File: src/rtl/host_cmd_bridge_pkg.sv
// host_cmd_bridge_pkg: shared widths, memory-op and host-opcode encodings,
// FSM state type and a byte shift-in helper for the host command bridge.
package host_cmd_bridge_pkg;

   localparam int unsigned BYTE_W = 8;
   localparam int unsigned WORD_W = 64;
   localparam int unsigned CNT_W  = 3;
   localparam int unsigned LEN_W  = 4;

   typedef logic [1:0] mem_op_t;

   localparam mem_op_t MEM_OP_NOP   = 2'd0;
   localparam mem_op_t MEM_OP_READ  = 2'd1;
   localparam mem_op_t MEM_OP_WRITE = 2'd2;

   localparam logic [BYTE_W-1:0] HOST_OPC_READ  = 8'h01;
   localparam logic [BYTE_W-1:0] HOST_OPC_WRITE = 8'h02;

   typedef enum logic [2:0] {
      S_OP    = 3'd0,
      S_ADDR  = 3'd1,
      S_DATA  = 3'd2,
      S_ISSUE = 3'd3,
      S_WAIT  = 3'd4,
      S_RESP  = 3'd5
   } state_t;

   // New byte enters at the top, so the first byte ends up in bits [7:0].
   function automatic logic [WORD_W-1:0] shift_in_byte(input logic [WORD_W-1:0] cur,
                                                       input logic [BYTE_W-1:0] b);
      return {b, cur[WORD_W-1:BYTE_W]};
   endfunction

endpackage

File: src/rtl/host_cmd_bridge_if.sv
// host_cmd_bridge_if: byte receive/transmit streams plus the memory-port
// signals between the bridge and the design top-level.
//   rx_valid/rx_data/rx_ready : host -> bridge byte stream
//   tx_valid/tx_data/tx_ready : bridge -> host byte stream
//   mem_op/mem_addr/mem_wdata : bridge -> top-level request
//   mem_rdata/mem_op_pending  : top-level -> bridge read return
// Modport slave is the bridge side, master is the environment side.
interface host_cmd_bridge_if;

   logic                               rx_valid;
   logic [7:0]                         rx_data;
   logic                               rx_ready;
   logic                               tx_valid;
   logic [7:0]                         tx_data;
   logic                               tx_ready;
   host_cmd_bridge_pkg::mem_op_t       mem_op;
   logic [63:0]                        mem_addr;
   logic [63:0]                        mem_wdata;
   logic [63:0]                        mem_rdata;
   logic                               mem_op_pending;

   modport slave (
      input  rx_valid, rx_data, tx_ready, mem_rdata, mem_op_pending,
      output rx_ready, tx_valid, tx_data, mem_op, mem_addr, mem_wdata
   );

   modport master (
      output rx_valid, rx_data, tx_ready, mem_rdata, mem_op_pending,
      input  rx_ready, tx_valid, tx_data, mem_op, mem_addr, mem_wdata
   );

endinterface

File: src/rtl/host_tx_ser.sv
// host_tx_ser: LSB-first valid/ready byte serializer for a 64-bit word,
// sending either 1 or 8 bytes per load.
//   clk, rst            : clock, synchronous active-high reset
//   load/load_data/len  : start a response (only while idle)
//   tx_valid/tx_data    : registered byte stream, held until tx_ready
//   tx_ready            : sink accepts current byte
//   done_c              : last byte accepted this cycle
module host_tx_ser
   import host_cmd_bridge_pkg::*;
(
   input  logic              clk,
   input  logic              rst,
   input  logic              load,
   input  logic [WORD_W-1:0] load_data,
   input  logic [LEN_W-1:0]  load_len,
   input  logic              tx_ready,
   output logic              tx_valid,
   output logic [BYTE_W-1:0] tx_data,
   output logic              done_c
);

   logic [WORD_W-1:0] shreg;
   logic [CNT_W-1:0]  cnt;
   logic [CNT_W-1:0]  last;

   // shreg keeps the current byte in [7:0]; the next byte is pre-read from [15:8].
   always_ff @(posedge clk) begin
      if (rst) begin
         shreg    <= '0;
         cnt      <= '0;
         last     <= '0;
         tx_valid <= 1'b0;
         tx_data  <= '0;
      end else if (load) begin
         shreg    <= load_data;
         cnt      <= '0;
         last     <= CNT_W'(load_len - LEN_W'(1));
         tx_valid <= 1'b1;
         tx_data  <= load_data[BYTE_W-1:0];
      end else if (tx_valid && tx_ready) begin
         if (cnt == last) begin
            tx_valid <= 1'b0;
         end else begin
            cnt     <= cnt + CNT_W'(1);
            shreg   <= shreg >> BYTE_W;
            tx_data <= shreg[2*BYTE_W-1:BYTE_W];
         end
      end
   end

   assign done_c = tx_valid && tx_ready && (cnt == last);

endmodule

File: src/rtl/host_cmd_bridge.sv
// host_cmd_bridge: assembles host command frames (opcode, 64-bit address,
// optional 64-bit data) from a byte stream, issues one memory op per frame,
// waits out read latency and returns read data, ACK_BYTE or ERR_BYTE.
//   i_clk, i_rst : clock, synchronous active-high reset
//   bus          : byte streams and top-level memory port (slave side)
module host_cmd_bridge
   import host_cmd_bridge_pkg::*;
#(
   parameter logic [7:0] ACK_BYTE = 8'hA5,
   parameter logic [7:0] ERR_BYTE = 8'hEE
)
(
   input logic              i_clk,
   input logic              i_rst,
   host_cmd_bridge_if.slave bus
);

   state_t             state_q, state_d;
   logic [CNT_W-1:0]   cnt_q, cnt_d;
   mem_op_t            op_q, op_d;
   logic [WORD_W-1:0]  addr_q, wdata_q;
   logic               rx_ready_q;
   mem_op_t            mem_op_q;

   logic               rx_fire_c;
   logic               addr_shift_c;
   logic               data_shift_c;
   logic               ser_load_c;
   logic [WORD_W-1:0]  ser_data_c;
   logic [LEN_W-1:0]   ser_len_c;
   logic               ser_done_c;
   logic               tx_valid;
   logic [BYTE_W-1:0]  tx_data;

   assign rx_fire_c = bus.rx_valid && rx_ready_q;

   // State register
   always_ff @(posedge i_clk) begin
      if (i_rst) begin
         state_q <= S_OP;
         cnt_q   <= '0;
         op_q    <= MEM_OP_NOP;
      end else begin
         state_q <= state_d;
         cnt_q   <= cnt_d;
         op_q    <= op_d;
      end
   end

   // Next-state and control decode
   always_comb begin
      state_d      = state_q;
      cnt_d        = cnt_q;
      op_d         = op_q;
      addr_shift_c = 1'b0;
      data_shift_c = 1'b0;
      ser_load_c   = 1'b0;
      ser_data_c   = '0;
      ser_len_c    = LEN_W'(1);
      case (state_q)
         S_OP: begin
            if (rx_fire_c) begin
               cnt_d = '0;
               if (bus.rx_data == HOST_OPC_READ) begin
                  op_d    = MEM_OP_READ;
                  state_d = S_ADDR;
               end else if (bus.rx_data == HOST_OPC_WRITE) begin
                  op_d    = MEM_OP_WRITE;
                  state_d = S_ADDR;
               end else begin
                  // Unknown opcode: answer at once, nothing else of the frame is consumed.
                  state_d    = S_RESP;
                  ser_load_c = 1'b1;
                  ser_data_c = {{(WORD_W-BYTE_W){1'b0}}, ERR_BYTE};
               end
            end
         end
         S_ADDR: begin
            if (rx_fire_c) begin
               addr_shift_c = 1'b1;
               cnt_d        = cnt_q + CNT_W'(1);
               if (cnt_q == CNT_W'(7)) begin
                  state_d = (op_q == MEM_OP_WRITE) ? S_DATA : S_ISSUE;
               end
            end
         end
         S_DATA: begin
            if (rx_fire_c) begin
               data_shift_c = 1'b1;
               cnt_d        = cnt_q + CNT_W'(1);
               if (cnt_q == CNT_W'(7)) begin
                  state_d = S_ISSUE;
               end
            end
         end
         S_ISSUE: begin
            cnt_d = '0;
            if (op_q == MEM_OP_READ) begin
               state_d = S_WAIT;
            end else begin
               state_d    = S_RESP;
               ser_load_c = 1'b1;
               ser_data_c = {{(WORD_W-BYTE_W){1'b0}}, ACK_BYTE};
            end
         end
         S_WAIT: begin
            if (!bus.mem_op_pending) begin
               state_d    = S_RESP;
               ser_load_c = 1'b1;
               ser_data_c = bus.mem_rdata;
               ser_len_c  = LEN_W'(8);
            end
         end
         S_RESP: begin
            if (ser_done_c) begin
               state_d = S_OP;
               cnt_d   = '0;
            end
         end
         default: begin
            state_d = S_OP;
            cnt_d   = '0;
         end
      endcase
   end

   // Registered outputs derived from the upcoming state; reset forces NOP.
   always_ff @(posedge i_clk) begin
      if (i_rst) begin
         rx_ready_q <= 1'b1;
         mem_op_q   <= MEM_OP_NOP;
         addr_q     <= '0;
         wdata_q    <= '0;
      end else begin
         rx_ready_q <= (state_d == S_OP) || (state_d == S_ADDR) || (state_d == S_DATA);
         mem_op_q   <= (state_d == S_ISSUE) ? op_d : MEM_OP_NOP;
         if (addr_shift_c) begin
            addr_q <= shift_in_byte(addr_q, bus.rx_data);
         end
         if (data_shift_c) begin
            wdata_q <= shift_in_byte(wdata_q, bus.rx_data);
         end
      end
   end

   host_tx_ser u_tx_ser (
      .clk       (i_clk),
      .rst       (i_rst),
      .load      (ser_load_c),
      .load_data (ser_data_c),
      .load_len  (ser_len_c),
      .tx_ready  (bus.tx_ready),
      .tx_valid  (tx_valid),
      .tx_data   (tx_data),
      .done_c    (ser_done_c)
   );

   assign bus.rx_ready  = rx_ready_q;
   assign bus.tx_valid  = tx_valid;
   assign bus.tx_data   = tx_data;
   assign bus.mem_op    = mem_op_q;
   assign bus.mem_addr  = addr_q;
   assign bus.mem_wdata = wdata_q;

endmodule
File: src/flat_wrapper.sv
// flat-port wrapper written by rule: the top's interface ports become plain ports
module host_cmd_bridge_flat import host_cmd_bridge_pkg::*;
#(
   parameter logic [7:0] ACK_BYTE = 8'hA5,
   parameter logic [7:0] ERR_BYTE = 8'hEE
)
  (i_clk, i_rst, bus_rx_valid, bus_rx_data, bus_tx_ready, bus_mem_rdata, bus_mem_op_pending, bus_rx_ready, bus_tx_valid, bus_tx_data, bus_mem_op, bus_mem_addr, bus_mem_wdata);
  host_cmd_bridge_if bus_i ();
  input logic i_clk;
  input logic i_rst;
  input wire logic [$bits(bus_i.rx_valid)-1:0] bus_rx_valid;
  input wire logic [$bits(bus_i.rx_data)-1:0] bus_rx_data;
  input wire logic [$bits(bus_i.tx_ready)-1:0] bus_tx_ready;
  input wire logic [$bits(bus_i.mem_rdata)-1:0] bus_mem_rdata;
  input wire logic [$bits(bus_i.mem_op_pending)-1:0] bus_mem_op_pending;
  output wire logic [$bits(bus_i.rx_ready)-1:0] bus_rx_ready;
  output wire logic [$bits(bus_i.tx_valid)-1:0] bus_tx_valid;
  output wire logic [$bits(bus_i.tx_data)-1:0] bus_tx_data;
  output wire logic [$bits(bus_i.mem_op)-1:0] bus_mem_op;
  output wire logic [$bits(bus_i.mem_addr)-1:0] bus_mem_addr;
  output wire logic [$bits(bus_i.mem_wdata)-1:0] bus_mem_wdata;
  assign bus_i.rx_valid = bus_rx_valid;
  assign bus_i.rx_data = bus_rx_data;
  assign bus_i.tx_ready = bus_tx_ready;
  assign bus_i.mem_rdata = bus_mem_rdata;
  assign bus_i.mem_op_pending = bus_mem_op_pending;
  assign bus_rx_ready = bus_i.rx_ready;
  assign bus_tx_valid = bus_i.tx_valid;
  assign bus_tx_data = bus_i.tx_data;
  assign bus_mem_op = bus_i.mem_op;
  assign bus_mem_addr = bus_i.mem_addr;
  assign bus_mem_wdata = bus_i.mem_wdata;
  host_cmd_bridge #(.ACK_BYTE(ACK_BYTE), .ERR_BYTE(ERR_BYTE)) u_core (.i_clk(i_clk), .i_rst(i_rst), .bus(bus_i));
endmodule
File: config.mk
export PLATFORM = sky130hd
export DESIGN_NAME = host_cmd_bridge_flat
export DESIGN_NICKNAME = d
export VERILOG_FILES = /design/src/rtl/host_cmd_bridge_pkg.sv /design/src/rtl/host_cmd_bridge_if.sv /design/src/rtl/host_tx_ser.sv /design/src/rtl/host_cmd_bridge.sv /design/src/flat_wrapper.sv
export SDC_FILE = /design/constraint.sdc
export NUM_CORES = 1
export LEC_CHECK = 0
export CAP_MARGIN = 5
export CORE_ASPECT_RATIO = 0.8
export CORE_MARGIN = 2
export CORE_UTILIZATION = 52
export CTS_BUF_LIST = sky130_fd_sc_hd__clkbuf_8
export DETAILED_ROUTE_END_ITERATION = 16
export PLACE_DENSITY = 0.84
export SLEW_MARGIN = 10
export SYNTH_ARGS = -nofsm -noshare
export SYNTH_HDL_FRONTEND = slang
export SYNTH_HIERARCHICAL = 1
export SYNTH_SLANG_ARGS = --single-unit
File: constraint.sdc
create_clock -name i_clk -period 2.8 [get_ports i_clk]
set_clock_uncertainty 0.1 [all_clocks]
set_input_delay 0.28 -clock i_clk [delete_from_list [all_inputs] [get_ports i_clk]]
set_output_delay 0.28 -clock i_clk [all_outputs]
set_load 0.01 [all_outputs]
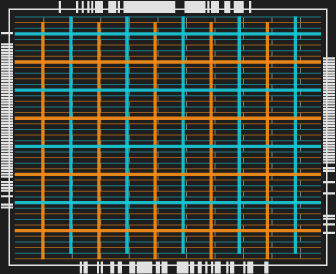
(floorplan with the power grid)
Pins as bars on the die edge. Tap cells in grey.
[orange] VSS
[cyan] VDD
signal pins: 217
rows: 43
met1 rails: 44
tap cells: 225

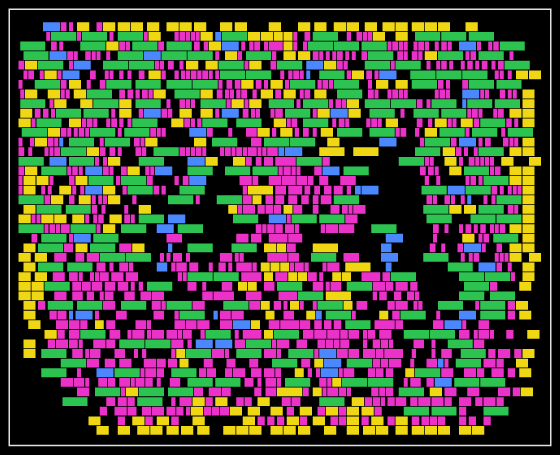
(cell classes on the final placement)
[green] registers | cells: 210 | share of their area: 35%
[blue] clock drivers and dummy loads | cells: 60 | share of their area: 5.8%
[magenta] remaining logic cells | cells: 802 | share of their area: 38%
[yellow] remaining buffers and delay cells | cells: 255 | share of their area: 21%

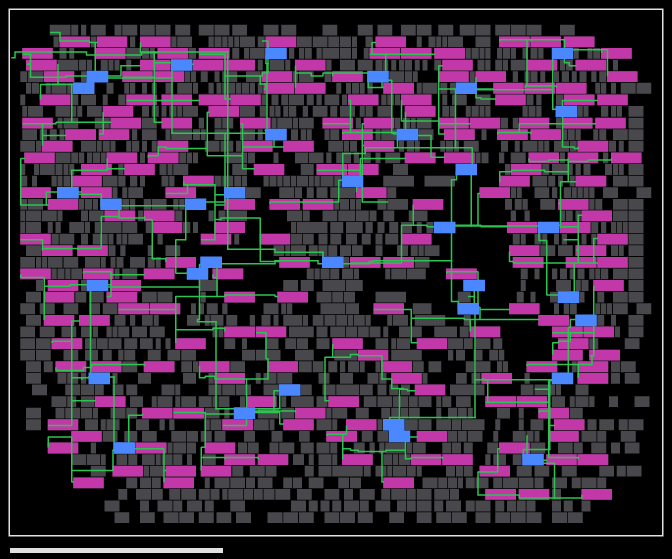
(clock distribution)
Scale bar: 50 um.
[blue] clock-net drivers | count: 34
[magenta] flip-flops | count: 210
[green] clock wires | length: 2580 um
routed clock nets: 35

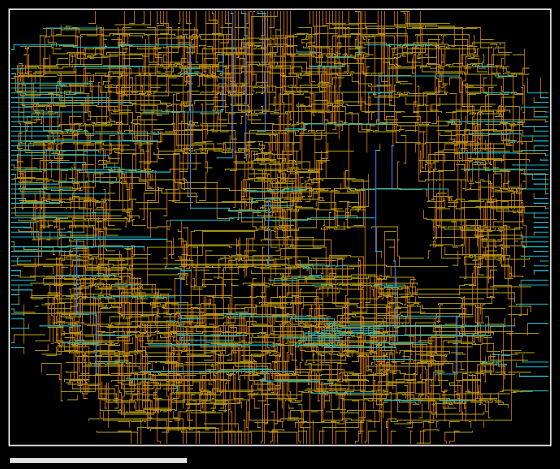
(routed metal, one colour a layer)
Scale bar: 50 um.
[yellow] M1 | wire length: 11200 um
[cyan] M3 | wire length: 2150 um
[orange] M2 | wire length: 11000 um
[blue] M4 | wire length: 349 um

-- flip-flops by register name, summed over array words and instances, names as in the netlist --
name and count:
u_core/bus.mem_op 2, u_core/u_tx_ser/tx_valid 1, u_core/state_q 3, u_core/bus.mem_addr 64
u_core/op_q 2, u_core/u_tx_ser/cnt 3, u_core/bus.rx_ready 1, u_core/u_tx_ser/tx_data 7
u_core/bus.mem_wdata 64, u_core/u_tx_ser/shreg 57, u_core/u_tx_ser/last 3, u_core/cnt_q 3
-- power by group through the flow --
stage	sequential [W]	clock (W)	combinational (W)
floorplan	0.00335	0	0.00110
global placement	0.00340	0	0.00157
detailed placement	0.00340	0	0.00160
CTS	0.00334	0.00270	0.00160
global route	0.00336	0.00284	0.00176
finish	0.00334	0.00263	0.00162
==> impl_metrics.tcl <==
# metrics dict for downstream scripts
set metrics [dict create \
    antenna_found_initial 0 \
    yosysCellCount 1119 \
    cts_resized 0 \
    dominant_cells "logic gates" \
    worstHoldStart "i_rst" \
    irDropWorstVdd_v 0.000384 \
    startpoint "bus_rx_data[3]" \
    num_rows 43 \
    worst_slew_pin_slew_ns 0.800 \
    layout.nets 1384 \
    cp.required_ns 3.09 \
    grt_pass1_wl_um 39400 \
    yosysWarnings 6 \
    highest_layer "met4" \
    whs_endpoint "u_core/cnt_q[1]$_SDFFE_PP0P_" \
    wl_per_cell_um 15.9 \
    async_flop_share_pct 0 \
    max-slew-margin-rel_pct 46.7 \
    cts_hold_buf 0 \
    crit_fanout 27 \
    n_all_buffers 255 \
    busiest_layer "met2" \
    rrSetupSlack_ns 0.41 \
    synth_compound_gate_area_share_pct 23.7 \
    fin_crit_sh_pct 91.5 \
    ff_type "dfxtp_1" \
    numCtsBuffers 34 \
    n_fill_cell 1337 \
    ys_sh_mux_pct 1.41 \
    flop_area_um2 4200 \
    dieArea_um2 18800 \
    postCtsSetupRepairBufs 0 \
    drtAntennaViolNets 0 \
    final.setup.tns_ns 0 \
    adder_share_pct 0.543 \
    io_pins 217 \
    critPathSlowestCell "or4_4" \
    setup_viol 0 \
    warnings 26 \
    endpoint "u_core/u_tx_ser/shreg[53]$_SDFFE_PP0P_" \
    crit_family "AND-OR/OR-AND gates" \
    yosysTopAreaCellShare_pct 45.6 \
    grt_pass1_vias 7873 \
    met3WireLength_um 2150 \
    placed_area_um2 11600 \
    top_area_cell "dfxtp_1" \
    clock_latency_ns 0.50 \
    grt_start_max_net_pins 81 \
    num_vias 8686 \
    route.met2.wl_um 11000 \
    cp-start-kind "input pin" \
    r2r_end "u_core/u_tx_ser/shreg[45]$_SDFFE_PP0P_" \
    layout_min_cycle_time_ns 2.56 \
    utilization_pct 70.9 \
    hpwl_um 16300 \
    crit_cells 8 \
    wl_met1_um 11200 \
    cpPeakStageDelay_ns 0.56 \
    seq_share_pct 34.2 \
    path_cells "clkdlybuf4s50_1, or4_4, o311ai_2, nand2_4, inv_1, buf_12, a41oi_2, a221oi_1" \
    comb_area_um2 4530 \
    drive_gt1_share_pct 9.42 \
    place_inst 1492 \
    status "finished, final reports clean" \
    switching_share_pct 29.3 \
    hold_viol 0 \
    top_cells_by_count "278 x nand2_1, 210 x dfxtp_1, 133 x a21oi_1" \
    coreArea_um2 17300 \
    comb_power_share_pct 21.4 \
    routed_wl_um 24700 \
    final_cells 1552 \
    max-cap-violations 0 \
    drc_errors 0 \
]
Power figures rest on the tool's default switching activity, not on a simulated workload.
